**Track usage over the die**

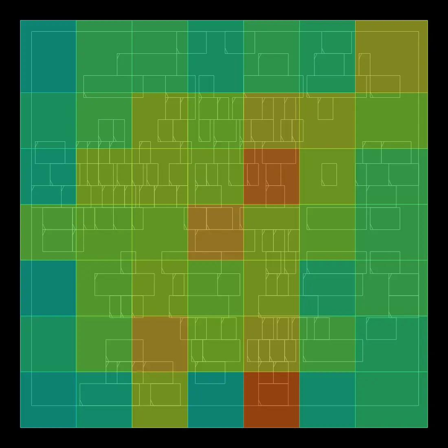
**The metal 3 layer**

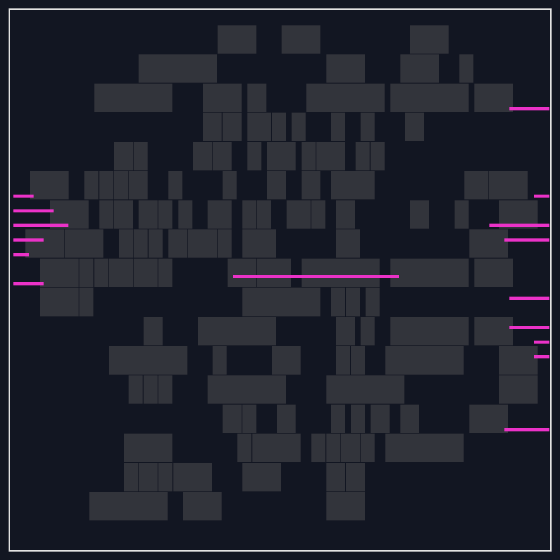
**Clock distribution**

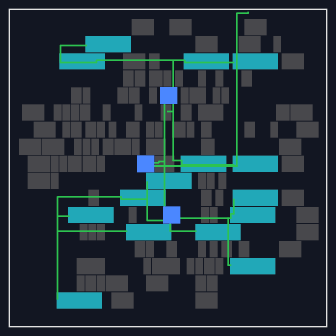
<file path="src/rtl/alu_control_mc.sv">
// rtl/alu_control_mc.sv - registered ALU control with iterative MULT/DIV sequencing (optional DIV: ALU_CTRL_DIV_EN)
module alu_control_mc #(
    parameter int DATA_W = 32,
    parameter int CNT_W  = $clog2(DATA_W)
) (
    input  logic             clk,
    input  logic             reset,
    input  logic             in_valid,
    output logic             in_ready,
    input  logic [1:0]       alu_op,
    input  logic [5:0]       funct,
    output logic             out_valid,
    output logic [3:0]       aluctrl,
    output logic [CNT_W-1:0] step_cnt,
    output logic             busy,
    output logic             done,
    output logic             hilo_we,
    output logic             illegal
);

    localparam logic [1:0] S_IDLE = 2'd0;
    localparam logic [1:0] S_MUL  = 2'd1;
`ifdef ALU_CTRL_DIV_EN
    localparam logic [1:0] S_DIV  = 2'd2;
`endif
    localparam logic [1:0] S_DONE = 2'd3;

    // Final step index; the step counter never wraps past this value.
    localparam logic [CNT_W-1:0] LAST_STEP = CNT_W'(DATA_W - 1);

    logic [1:0]       state;
    logic [1:0]       state_nxt;
    logic             accept;
    logic [3:0]       dec_code;
    logic             dec_ill;
    logic             dec_mul;
`ifdef ALU_CTRL_DIV_EN
    logic             dec_div;
`endif
    logic             out_valid_nxt;
    logic [3:0]       aluctrl_nxt;
    logic [CNT_W-1:0] step_cnt_nxt;
    logic             busy_nxt;
    logic             done_nxt;
    logic             hilo_we_nxt;
    logic             illegal_nxt;

    assign in_ready = (state == S_IDLE);
    assign accept   = in_valid & in_ready;

    // Decode alu_op/funct into an ALU code and multicycle/illegal flags.
    always_comb begin
        dec_code = 4'b1111;
        dec_ill  = 1'b0;
        dec_mul  = 1'b0;
`ifdef ALU_CTRL_DIV_EN
        dec_div  = 1'b0;
`endif
        case (alu_op)
            2'b00: dec_code = 4'b0010;
            2'b01: dec_code = 4'b0110;
            2'b10: begin
                case (funct)
                    6'b100000: dec_code = 4'b0010;
                    6'b100010: dec_code = 4'b0110;
                    6'b100100: dec_code = 4'b0000;
                    6'b100101: dec_code = 4'b0001;
                    6'b101010: dec_code = 4'b0111;
                    6'b100111: dec_code = 4'b1100;
                    6'b011000: begin
                        dec_code = 4'b1000;
                        dec_mul  = 1'b1;
                    end
`ifdef ALU_CTRL_DIV_EN
                    6'b011010: begin
                        dec_code = 4'b1001;
                        dec_div  = 1'b1;
                    end
`endif
                    default: dec_ill = 1'b1;
                endcase
            end
            default: dec_ill = 1'b1;
        endcase
    end

    // Next-state logic: enter a step state on MULT/DIV accept, leave after the last step.
    always_comb begin
        state_nxt = state;
        case (state)
            S_IDLE: begin
                if (accept && dec_mul) state_nxt = S_MUL;
`ifdef ALU_CTRL_DIV_EN
                if (accept && dec_div) state_nxt = S_DIV;
`endif
            end
            S_MUL
`ifdef ALU_CTRL_DIV_EN
            , S_DIV
`endif
            : begin
                if (step_cnt == LAST_STEP) state_nxt = S_DONE;
            end
            S_DONE:  state_nxt = S_IDLE;
            default: state_nxt = S_IDLE;
        endcase
    end

    // Next values of the registered outputs.
    always_comb begin
        out_valid_nxt = 1'b0;
        aluctrl_nxt   = aluctrl;
        step_cnt_nxt  = '0;
        done_nxt      = 1'b0;
        hilo_we_nxt   = 1'b0;
        illegal_nxt   = 1'b0;
        busy_nxt      = (state_nxt != S_IDLE);
        case (state)
            S_IDLE: begin
                if (accept) begin
                    out_valid_nxt = 1'b1;
                    aluctrl_nxt   = dec_code;
                    illegal_nxt   = dec_ill;
                end
            end
            S_MUL
`ifdef ALU_CTRL_DIV_EN
            , S_DIV
`endif
            : begin
                if (step_cnt == LAST_STEP) begin
                    step_cnt_nxt = step_cnt;
                    done_nxt     = 1'b1;
                    hilo_we_nxt  = 1'b1;
                end else begin
                    out_valid_nxt = 1'b1;
                    step_cnt_nxt  = step_cnt + CNT_W'(1);
                end
            end
            default: ;
        endcase
    end

    // State and output registers with synchronous reset.
    always_ff @(posedge clk) begin
        if (reset) begin
            state     <= S_IDLE;
            out_valid <= 1'b0;
            aluctrl   <= 4'b0000;
            step_cnt  <= '0;
            busy      <= 1'b0;
            done      <= 1'b0;
            hilo_we   <= 1'b0;
            illegal   <= 1'b0;
        end else begin
            state     <= state_nxt;
            out_valid <= out_valid_nxt;
            aluctrl   <= aluctrl_nxt;
            step_cnt  <= step_cnt_nxt;
            busy      <= busy_nxt;
            done      <= done_nxt;
            hilo_we   <= hilo_we_nxt;
            illegal   <= illegal_nxt;
        end
    end

endmodule

</file>
<file path="config.mk">
export PLATFORM = sky130hd
export DESIGN_NAME = alu_control_mc
export DESIGN_NICKNAME = d
export VERILOG_FILES = /design/src/rtl/alu_control_mc.sv
export SDC_FILE = /design/constraint.sdc
export NUM_CORES = 1
export LEC_CHECK = 0
export ABC_AREA = 1
export CELL_PAD_IN_SITES_DETAIL_PLACEMENT = 0
export CELL_PAD_IN_SITES_GLOBAL_PLACEMENT = 1
export CORE_UTILIZATION = 31
export CTS_CLUSTER_DIAMETER = 60
export DETAILED_ROUTE_END_ITERATION = 10
export PLACE_DENSITY = 0.77
export SLEW_MARGIN = 0
export SYNTH_ARGS = -nofsm -noshare
export SYNTH_HDL_FRONTEND = slang
export SYNTH_SLANG_ARGS = --single-unit
</file>
<file path="constraint.sdc">
create_clock -name clk -period 2.75 [get_ports clk]
set_clock_uncertainty 0.05 [all_clocks]
set_input_delay 0.275 -clock clk [delete_from_list [all_inputs] [get_ports clk]]
set_output_delay 0.275 -clock clk [all_outputs]
set_load 0.01 [all_outputs]
</file>
==> metrics.cfg <==
[clocking]
cts.sinks=15
path_clk_slew_ps=90
cts_root_buffer=clkbuf_4
cts_resized=0

[power]
power_density_nw_per_um2=394
seqPwrFrac=0.553
switching_share=0.244
ir_drop_v=0.000208
combPwrFrac=0.139
switching_power_uw=99.2

[logic_synthesis]
top_cells_by_count=19 x nand2_1, 16 x inv_1, 15 x dfxtp_1
synth_nets=116
ff_type=dfxtp_1
logic_family=simple AND/OR/NAND/NOR gates
adder_share=0.0345

[drt]
drtPass1Iterations=4
wl_met3_um=58
vias=689

[run]
warning_count=26

[critical_path]
reg2reg_slack_ps=1020
cp_slowest_stage_delay_ps=420
cp_top_family=adder cells
cp.depth=9
required_ps=2880
cp-startpoint=step_cnt[0]
start_kind=flip-flop
setup.worst_path.end=step_cnt[3]

[final_layout]
final_net_count=145
seq_area_frac=0.292
mostFrequentLayoutCell=clkdlybuf4s50_1
ff_count=15
layout-drive-gt1-share=0.0840
n_all_buffers=25

[global_route]
grt_pass1_vias=605
overflow=0
grt_pass1_wl_mm=2.41

[floorplanning]
fp.coreArea_um2=2210
die_w_um=50.3
die_y_um=50.3
chipArea_um2=2530

[final_timing]
period_used_share=0.630
slew_headroom=0.833
rsz0062_at_grt=false

[status]
status=complete, no violations

[min_path]
hold_depth=2
hold_path_end=aluctrl[0]
min_path_type=flip-flop to flip-flop

Back to the opening pictures, 'track usage over the die':
Core Util, Final: 0.465
met1 Use GR: 0.167

Back to the opening pictures, 'the metal 3 layer':
nets with wire on the layer: 16
longest straight run: 15.2 um

Back to the opening pictures, 'clock distribution':
[cyan] flip-flops | count: 15
[blue] clock drivers | count: 3
[green] clock wires | length: 205 um
routed clock nets: 4
Clk pwr share: 0.307
worst skew pair latency: 280 ps
Clock net power: 125 uW

Power and IR drop assume default switching activity.
